$ cat src/rtl/gcbp_vert_sched_if.sv
// Bundle between the line generator and the vertical sub-image scheduler.
// The master side drives line/frame strobes and reads scheduling results;
// the slave side is the scheduler itself.
interface gcbp_vert_sched_if #(
  parameter int C_NUM_VERT_SUBIMAGES = 4,
  parameter int C_NUM_HORI_SUBIMAGES = 4,
  parameter int C_ADDR_BITS          = 9
) ();
  logic                                             i_new_line;
  logic                                             i_new_frame;
  logic                                             i_line_valid;
  logic [2:0]                                       i_hori_subimage_cnt;
  logic [C_NUM_VERT_SUBIMAGES*C_NUM_HORI_SUBIMAGES-1:0] o_bram_write_enable;
  logic [C_ADDR_BITS-1:0]                           o_bram_write_addr;
  logic                                             o_row_active;
  logic [2:0]                                       o_vert_subimage_cnt;
  logic                                             o_row_done;
  logic                                             o_frame_done;
  logic                                             o_frame_err;
  logic [1:0]                                       o_next_frame_loc;
  logic [1:0]                                       o_curr_frame_loc;
  logic [1:0]                                       o_prev_frame_loc;

  modport master (
    output i_new_line, i_new_frame, i_line_valid, i_hori_subimage_cnt,
    input  o_bram_write_enable, o_bram_write_addr, o_row_active,
           o_vert_subimage_cnt, o_row_done, o_frame_done, o_frame_err,
           o_next_frame_loc, o_curr_frame_loc, o_prev_frame_loc
  );

  modport slave (
    input  i_new_line, i_new_frame, i_line_valid, i_hori_subimage_cnt,
    output o_bram_write_enable, o_bram_write_addr, o_row_active,
           o_vert_subimage_cnt, o_row_done, o_frame_done, o_frame_err,
           o_next_frame_loc, o_curr_frame_loc, o_prev_frame_loc
  );
endinterface

$ cat src/rtl/gcbp_vert_sched.sv
// Vertical sub-image scheduler: walks the lines of a frame through the top
// edge, sub-image rows and inter-row gaps, generates per-sub-image BRAM write
// enables and addresses, and rotates three frame buffer slots per frame.
module gcbp_vert_sched #(
  parameter int C_NUM_VERT_SUBIMAGES = 4,
  parameter int C_NUM_HORI_SUBIMAGES = 4,
  parameter int C_SUBIMAGE_HEIGHT    = 64,
  parameter int C_VERT_EDGE          = 46,
  parameter int C_VERT_GAP           = 44,
  parameter int C_ADDR_BITS          = 9
) (
  input  logic            i_clk,
  input  logic            i_resetn,
  gcbp_vert_sched_if.slave bus
);

  typedef enum logic [2:0] {S_IDLE, S_EDGE, S_ROW, S_GAP, S_DONE} state_t;

  localparam int          LP_NUM_EN    = C_NUM_VERT_SUBIMAGES * C_NUM_HORI_SUBIMAGES;
  localparam logic [7:0]  LP_EDGE      = 8'(C_VERT_EDGE);
  localparam logic [7:0]  LP_GAP       = 8'(C_VERT_GAP);
  localparam logic [7:0]  LP_H_LAST    = 8'(C_SUBIMAGE_HEIGHT - 1);
  localparam logic [2:0]  LP_LAST_ROW  = 3'(C_NUM_VERT_SUBIMAGES - 1);
  localparam logic [3:0]  LP_NUM_HORI  = 4'(C_NUM_HORI_SUBIMAGES);
  // A zero edge/gap skips straight into the next row.
  localparam state_t      LP_START     = (C_VERT_EDGE == 0) ? S_ROW : S_EDGE;
  localparam state_t      LP_AFTER_ROW = (C_VERT_GAP  == 0) ? S_ROW : S_GAP;

  state_t                 r_state, w_state;
  logic [7:0]             r_seg_cnt, w_seg_cnt;
  logic [2:0]             r_row, w_row;
  logic [1:0]             r_next_loc, r_curr_loc, r_prev_loc;
  logic [1:0]             w_next_loc, w_curr_loc, w_prev_loc;
  logic                   r_row_active, r_row_done, r_frame_done, r_frame_err;
  logic                   w_row_done, w_frame_done, w_frame_err;
  logic [C_ADDR_BITS-1:0] r_addr, w_addr;
  logic [LP_NUM_EN-1:0]   w_enable;

  // Next-state decode: only a line or frame strobe moves the schedule.
  always_comb begin
    w_state      = r_state;
    w_seg_cnt    = r_seg_cnt;
    w_row        = r_row;
    w_next_loc   = r_next_loc;
    w_curr_loc   = r_curr_loc;
    w_prev_loc   = r_prev_loc;
    w_row_done   = 1'b0;
    w_frame_done = 1'b0;
    w_frame_err  = 1'b0;
    if (bus.i_new_frame) begin
      // A frame strobe is line 0 even when it coincides with a line strobe.
      w_frame_err = (r_state == S_EDGE) || (r_state == S_ROW) || (r_state == S_GAP);
      w_state     = LP_START;
      w_seg_cnt   = 8'd0;
      w_row       = 3'd0;
    end else if (bus.i_new_line) begin
      case (r_state)
        S_EDGE: begin
          if (r_seg_cnt + 8'd1 == LP_EDGE) begin
            w_state   = S_ROW;
            w_seg_cnt = 8'd0;
            w_row     = 3'd0;
          end else begin
            w_seg_cnt = r_seg_cnt + 8'd1;
          end
        end
        S_ROW: begin
          if (r_seg_cnt == LP_H_LAST) begin
            w_row_done = 1'b1;
            w_seg_cnt  = 8'd0;
            if (r_row == LP_LAST_ROW) begin
              // Frame complete: the filled slot becomes current, the oldest
              // slot is recycled as the next write target.
              w_state      = S_DONE;
              w_frame_done = 1'b1;
              w_prev_loc   = r_curr_loc;
              w_curr_loc   = r_next_loc;
              w_next_loc   = r_prev_loc;
            end else begin
              w_row   = r_row + 3'd1;
              w_state = LP_AFTER_ROW;
            end
          end else begin
            w_seg_cnt = r_seg_cnt + 8'd1;
          end
        end
        S_GAP: begin
          if (r_seg_cnt + 8'd1 == LP_GAP) begin
            w_state   = S_ROW;
            w_seg_cnt = 8'd0;
          end else begin
            w_seg_cnt = r_seg_cnt + 8'd1;
          end
        end
        default: ;
      endcase
    end
    w_addr = C_ADDR_BITS'(32'(w_next_loc) * 32'(C_SUBIMAGE_HEIGHT) + 32'(w_seg_cnt));
  end

  // State and registered outputs; everything but the enables lags one cycle.
  always_ff @(posedge i_clk or negedge i_resetn) begin
    if (!i_resetn) begin
      r_state      <= S_IDLE;
      r_seg_cnt    <= 8'd0;
      r_row        <= 3'd0;
      r_next_loc   <= 2'd0;
      r_curr_loc   <= 2'd1;
      r_prev_loc   <= 2'd2;
      r_row_active <= 1'b0;
      r_row_done   <= 1'b0;
      r_frame_done <= 1'b0;
      r_frame_err  <= 1'b0;
      r_addr       <= '0;
    end else begin
      r_state      <= w_state;
      r_seg_cnt    <= w_seg_cnt;
      r_row        <= w_row;
      r_next_loc   <= w_next_loc;
      r_curr_loc   <= w_curr_loc;
      r_prev_loc   <= w_prev_loc;
      r_row_active <= (w_state == S_ROW);
      r_row_done   <= w_row_done;
      r_frame_done <= w_frame_done;
      r_frame_err  <= w_frame_err;
      r_addr       <= w_addr;
    end
  end

  // One-hot write enable for the sub-image the current word belongs to.
  always_comb begin
    w_enable = '0;
    if (r_row_active && bus.i_line_valid &&
        ({1'b0, bus.i_hori_subimage_cnt} < LP_NUM_HORI)) begin
      for (int b = 0; b < LP_NUM_EN; b++) begin
        if (b == int'(r_row) * C_NUM_HORI_SUBIMAGES + int'(bus.i_hori_subimage_cnt))
          w_enable[b] = 1'b1;
      end
    end
  end

  assign bus.o_bram_write_enable = w_enable;
  assign bus.o_bram_write_addr   = r_addr;
  assign bus.o_row_active        = r_row_active;
  assign bus.o_vert_subimage_cnt = r_row;
  assign bus.o_row_done          = r_row_done;
  assign bus.o_frame_done        = r_frame_done;
  assign bus.o_frame_err         = r_frame_err;
  assign bus.o_next_frame_loc    = r_next_loc;
  assign bus.o_curr_frame_loc    = r_curr_loc;
  assign bus.o_prev_frame_loc    = r_prev_loc;

endmodule

$ cat src/flat_wrapper.sv
// flat-port wrapper written by rule: the top's interface ports become plain ports
module gcbp_vert_sched_flat 
#(
  parameter int C_NUM_VERT_SUBIMAGES = 4,
  parameter int C_NUM_HORI_SUBIMAGES = 4,
  parameter int C_SUBIMAGE_HEIGHT    = 64,
  parameter int C_VERT_EDGE          = 46,
  parameter int C_VERT_GAP           = 44,
  parameter int C_ADDR_BITS          = 9
)
  (i_clk, i_resetn, bus_i_new_line, bus_i_new_frame, bus_i_line_valid, bus_i_hori_subimage_cnt, bus_o_bram_write_enable, bus_o_bram_write_addr, bus_o_row_active, bus_o_vert_subimage_cnt, bus_o_row_done, bus_o_frame_done, bus_o_frame_err, bus_o_next_frame_loc, bus_o_curr_frame_loc, bus_o_prev_frame_loc);
  gcbp_vert_sched_if #(.C_NUM_VERT_SUBIMAGES(C_NUM_VERT_SUBIMAGES), .C_NUM_HORI_SUBIMAGES(C_NUM_HORI_SUBIMAGES), .C_ADDR_BITS(C_ADDR_BITS)) bus_i ();
  input  logic i_clk;
  input  logic i_resetn;
  input wire logic [$bits(bus_i.i_new_line)-1:0] bus_i_new_line;
  input wire logic [$bits(bus_i.i_new_frame)-1:0] bus_i_new_frame;
  input wire logic [$bits(bus_i.i_line_valid)-1:0] bus_i_line_valid;
  input wire logic [$bits(bus_i.i_hori_subimage_cnt)-1:0] bus_i_hori_subimage_cnt;
  output wire logic [$bits(bus_i.o_bram_write_enable)-1:0] bus_o_bram_write_enable;
  output wire logic [$bits(bus_i.o_bram_write_addr)-1:0] bus_o_bram_write_addr;
  output wire logic [$bits(bus_i.o_row_active)-1:0] bus_o_row_active;
  output wire logic [$bits(bus_i.o_vert_subimage_cnt)-1:0] bus_o_vert_subimage_cnt;
  output wire logic [$bits(bus_i.o_row_done)-1:0] bus_o_row_done;
  output wire logic [$bits(bus_i.o_frame_done)-1:0] bus_o_frame_done;
  output wire logic [$bits(bus_i.o_frame_err)-1:0] bus_o_frame_err;
  output wire logic [$bits(bus_i.o_next_frame_loc)-1:0] bus_o_next_frame_loc;
  output wire logic [$bits(bus_i.o_curr_frame_loc)-1:0] bus_o_curr_frame_loc;
  output wire logic [$bits(bus_i.o_prev_frame_loc)-1:0] bus_o_prev_frame_loc;
  assign bus_i.i_new_line = bus_i_new_line;
  assign bus_i.i_new_frame = bus_i_new_frame;
  assign bus_i.i_line_valid = bus_i_line_valid;
  assign bus_i.i_hori_subimage_cnt = bus_i_hori_subimage_cnt;
  assign bus_o_bram_write_enable = bus_i.o_bram_write_enable;
  assign bus_o_bram_write_addr = bus_i.o_bram_write_addr;
  assign bus_o_row_active = bus_i.o_row_active;
  assign bus_o_vert_subimage_cnt = bus_i.o_vert_subimage_cnt;
  assign bus_o_row_done = bus_i.o_row_done;
  assign bus_o_frame_done = bus_i.o_frame_done;
  assign bus_o_frame_err = bus_i.o_frame_err;
  assign bus_o_next_frame_loc = bus_i.o_next_frame_loc;
  assign bus_o_curr_frame_loc = bus_i.o_curr_frame_loc;
  assign bus_o_prev_frame_loc = bus_i.o_prev_frame_loc;
  gcbp_vert_sched #(.C_NUM_VERT_SUBIMAGES(C_NUM_VERT_SUBIMAGES), .C_NUM_HORI_SUBIMAGES(C_NUM_HORI_SUBIMAGES), .C_SUBIMAGE_HEIGHT(C_SUBIMAGE_HEIGHT), .C_VERT_EDGE(C_VERT_EDGE), .C_VERT_GAP(C_VERT_GAP), .C_ADDR_BITS(C_ADDR_BITS)) u_core (.i_clk(i_clk), .i_resetn(i_resetn), .bus(bus_i));
endmodule
$ cat config.mk
export PLATFORM = sky130hd
export DESIGN_NAME = gcbp_vert_sched_flat
export DESIGN_NICKNAME = d
export VERILOG_FILES = /design/src/rtl/gcbp_vert_sched_if.sv /design/src/rtl/gcbp_vert_sched.sv /design/src/flat_wrapper.sv
export SDC_FILE = /design/constraint.sdc
export NUM_CORES = 1
export LEC_CHECK = 0
export CAP_MARGIN = 30
export CORE_MARGIN = 5
export CORE_UTILIZATION = 48
export CTS_CLUSTER_SIZE = 30
export DETAILED_ROUTE_END_ITERATION = 10
export HOLD_SLACK_MARGIN = 0.08
export PLACE_DENSITY = 0.89
export SETUP_SLACK_MARGIN = 0.5
export SYNTH_ARGS = -nofsm -noshare
export SYNTH_HDL_FRONTEND = slang
export SYNTH_SLANG_ARGS = --single-unit
export TNS_END_PERCENT = 100
$ cat constraint.sdc
create_clock -name i_clk -period 3.4 [get_ports i_clk]
set_input_delay 0.51 -clock i_clk [delete_from_list [all_inputs] [get_ports i_clk]]
set_output_delay 0.51 -clock i_clk [all_outputs]
set_load 0.02 [all_outputs]
==> images/clk_routes.png <==
The bar under the picture is 20 µm long.
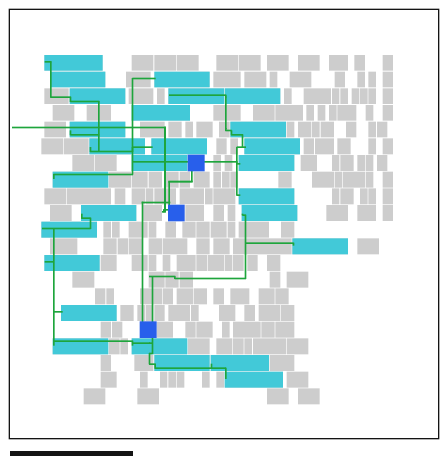
- clock drivers: blue (count 3)
- clock wires: green (length 316 µm)
- flip-flops: cyan (count 27)
- routed clock nets: 4
clock share of power: 27.7%
clock latency on the worst-skew pair: 330 ps

==> images/flops_by_reg.png <==
Other sequential cells in the stronger gray, the rest of the logic in the fainter gray.
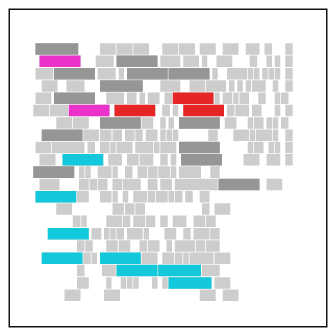
- `u_core.bus.o_next_frame_loc`: magenta (sequential cells 2)
- `u_core.bus.o_vert_subimage_cnt`: red (sequential cells 3)
- `u_core.r_seg_cnt`: cyan (sequential cells 8)
- not colored: 14

==> images/io_placement.png <==
Pins as bars across the die edge, other pins in gray.
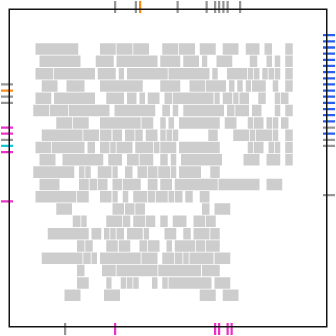
- `bus_i_new_frame`: cyan (pins 1; direction input; edge left)
- `bus_o_bram_write_enable`: blue (pins 16; direction output; edge right)
- `bus_o_bram_write_addr`: magenta (pins 9; direction output; edge 5 bottom, 4 left)
- `bus_o_prev_frame_loc`: orange (pins 2; direction output; edge 1 left, 1 top)
- all pins by edge: 20 right, 10 top, 10 left, 6 bottom

==> GITHUB_STEP_SUMMARY <==
### Metrics collected by this job

| Metric | Value |
|---|---|
| Count of cell instances traversed by the critical path | `8` |
| GRT Total Usage | `16.0%` |
| Post-Syn Area per Cell | `8.99 µm²` |
| Area fraction in and, or, nand and nor cells | `29.0%` |
| Maximum Capacitance Violations | `0` |
| Tightest Pin Transition | `488 ps` |
| Share of synthesized area occupied by flip-flops and latches | `about two fifths` |
| Critical Path Sink Type | `output pin` |
| CTS H-Tree Depth | `1` |
| Top Layout Cells | `33 x nor2_1, 29 x clkdlybuf4s50_1, 23 x dfrtp_1, 17 x nand2_1, 13 x clkbuf_2` |
| Top-count cell post-synth | `nor2_1` |
| Final total negative setup slack | `0 ps` |
| Initial drt markers | `86` |
| Main logic family | `simple AND/OR/NAND/NOR gates` |
| Number of nets in the final layout | `247` |
| Synthesized-area fraction occupied by adder cells | `6.26%` |
| Main area contributors | `dfrtp_1 36%, nor2_1 7.2%, ha_1 5.1%` |
| Unique cell type count in the Yosys netlist | `around 47` |
| Most common logic cell in the routed design | `nor2_1` |
| Number of setup buffers added after CTS | `0` |
| Capture point of the critical path | `bus_o_bram_write_enable[0]` |
| Number of primary I/O pins | `46` |
| Log Warnings | `28` |
| Fp_density | `approximately half` |
| Number of hold violations in the final report | `0` |
| Routed Antenna Nets | `0` |
| Required time reported for the critical path endpoint | `2890 ps` |
| Path type of the worst setup path | `input port to output pin` |
| Clock edge transition at the registers on the reported setup and hold paths | `150 ps` |
| Register-to-register setup slack | `680 ps` |
| Worst Setup Start Kind | `input port` |
| EDFF count, synth | `0` |
| CP max FO | `4` |
| Leak | `0.934 nW` |
| Core footprint | `3390 µm²` |
| Power density over the cells | `246 nW/µm²` |
| Share of synthesized area spent on multiplexers | `5.68%` |
| Minimum period implied by the final worst setup slack | `about 2700 ps` |
| Highest achievable clock rate | `approximately 370 MHz` |
| Largest vdd supply drop | `0.000195 V` |
| Port-buffer cells | `between 40 and 50` |
| Sinks on the clock net | `27` |
| Crit path buffers/inverters | `2` |
| Type of the tightest min-delay check | `input port to async pin` |
| Largest net degree at the start of global routing | `28` |
| Worst R2R End | `u_core.bus.o_bram_write_addr[7]` |
| Overall die area | `4880 µm²` |
| Clk root buf | `clkbuf_4` |
| Xor and xnor fraction of the mapped netlist area | `between 1 and 1.5%` |
| Critical path arrival | `2230 ps` |
| Total nets after synthesis | `207` |
| Async set or reset register ratio after synthesis | `100%` |
| Post-detailed-route DRC marker count | `0` |
| Reg2reg path depth | `8` |
| Flip-flop cell with the highest count after synthesis | `dfrtp_1` |
| Diode insertion count for antenna repair | `0` |
| Commonest cells in the netlist | `33 x nor2_1, 25 x dfrtp_1, 17 x nand2_1` |
| Critical Path Most Common Cell | `ha_1` |
| Top cell type's share of synthesized area | `between 30% and 40%` |
| Status | `finished, final reports clean` |
| # Cells Yosys | `191` |
| Average wire length per cell after detail routing | `14.2 µm` |
| Setup repair after global routing missed its margin | `false` |
| Area of the mapped netlist | `approximately 1700 µm²` |
| Area figure in the yosys stat output | `1720 µm²` |
| Fillers | `295` |
| Ys Warns | `0` |
| Gr ovfl total | `0` |
| Number of antenna violations at the first check in global routing | `0` |
| Vias/cell | `5.56` |
| Weighted congestion at the end of routability-driven global placement | `~0.84` |
| Fraction of final layout cells sized beyond drive strength 1 | `17.4%` |
| Critical path's slowest cell | `clkdlybuf4s50_1` |
| Setup violation total in the final timing report | `0` |
| TritonCTS clock tree | `built` |
| Largest delay share family, worst path | `buffers and inverters` |
| Pins over their slew limit | `0` |
| Number of optimization iterations in the first detailed-route pass | `4` |
| Clock Path Buffers | `2` |
| Wire length of the first global-routing pass | `6570 µm` |
| Worst r2r src | `u_core.r_seg_cnt[0]` |
| Launching element of the worst setup path | `bus_i_hori_subimage_cnt[2]` |
| Post-layout utilization of the core | `a little over three fifths` |
| Horizontal die size | `69.8 µm` |
| Largest area contributor in the synthesized netlist | `dfrtp_1` |
| # rows | `21` |
| HPWL Detailed | `2970 µm` |
| Final Cycle Share | `80.6%` |
| Syn Inst Count | `191` |
| Routed vias | `approximately 1500` |
| Total Wirelength | `3920 µm` |
| Slowest stage delay, CP | `approximately 510 ps` |
| Area growth syn-to-layout | `24.8%` |
| Die extent in y | `69.8 µm` |
| Via count of the first global-routing pass | `1508` |
| Relative slew slack | `between 60% and 70%` |
| # resized after CTS | `18` |
| Area fraction in compound gates after synthesis | `between 10% and 20%` |
| Hold Buf Count CTS | `0` |
| Cell chain of the critical path | `clkdlybuf4s50_1 > ha_1 > ha_1 > and2_1 > a21oi_2 > or3_1 > nor2_1 > clkbuf_2` |
| Flops out of synthesis | `27` |
==> images/clocks.png <==
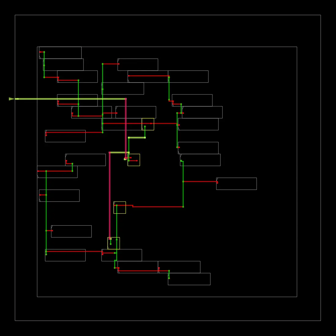
number of buffers added by the clock tree synthesis step: 3
flip-flops: 27
Layout Skew: 1.55 ps

==> images/wires.png <==
The bar under the picture is 20 µm long.
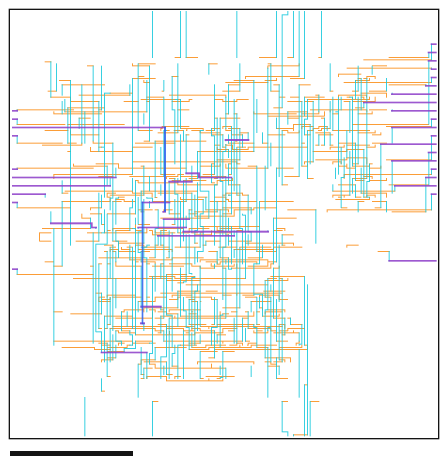
- metal 1: orange (wire length 1770 µm)
- metal 4: blue (wire length 33.3 µm)
- metal 2: cyan (wire length 1890 µm)
- metal 3: purple (wire length 219 µm)

[stage by stage]
step	cell area [µm²]	setup WS, ps	total power, mW	cells	hold slack [ps]
final	2140	661	0.528	276	515
after global routing	2140	513	0.547	276	554
after CTS	2190	492	0.529	276	528
after detailed placement	2170	222	0.387	272	518
after global placement	2170	267	0.386	272	514
after floorplan	1720	733	0.361	191	214
[registers in the layout, summed over array words and instances (netlist names)]
signal / flops
u_core.r_seg_cnt: 8
u_core.bus.o_bram_write_addr: 3
u_core.bus.o_vert_subimage_cnt: 3
u_core.r_state: 3
u_core.bus.o_curr_frame_loc: 2
u_core.bus.o_next_frame_loc: 2
u_core.bus.o_prev_frame_loc: 2
u_core.bus.o_frame_done: 1
u_core.bus.o_frame_err: 1
u_core.bus.o_row_active: 1
u_core.bus.o_row_done: 1
[routing by layer]
metal,vias up,part of all wire (%),GRT usage [%]
met3,4,5.6,3.48
met2,53,48,27.7
met1,737,45,19.4
met4,0,0.84,5.53
met5,-,0,0
li1,740,-,-
[cell type report]
type	instances	area [µm²]	share of cell area, %
clock inverters	1	7.51	0.350
repair buffers	48	404	18.9
clock buffers	3	22.5	1.05
flip-flops and latches	27	681	31.8
inverters	6	22.5	1.05
well taps	46	57.6	2.69
multi-input cells	145	948	44.2
[power breakdown]
group | total, mW | switching [mW] | internal, mW
clock network | 0.146 | 0.101 | 0.0451
logic | 0.0517 | 0.0290 | 0.0227
registers | 0.330 | 0.00533 | 0.324
total | 0.528 | 0.136 | 0.392
[worst register-to-register path, delay by kind of cell, from the launching register on]
family / cells / cell delay, ps
multiplexers: 1 / 370
AND/OR/NAND/NOR: 4 / 800
flip-flops: 1 / 490
adder cells (fa/ha/maj): 3 / 970
Power figures rest on the tool's default switching activity, not on a simulated workload.
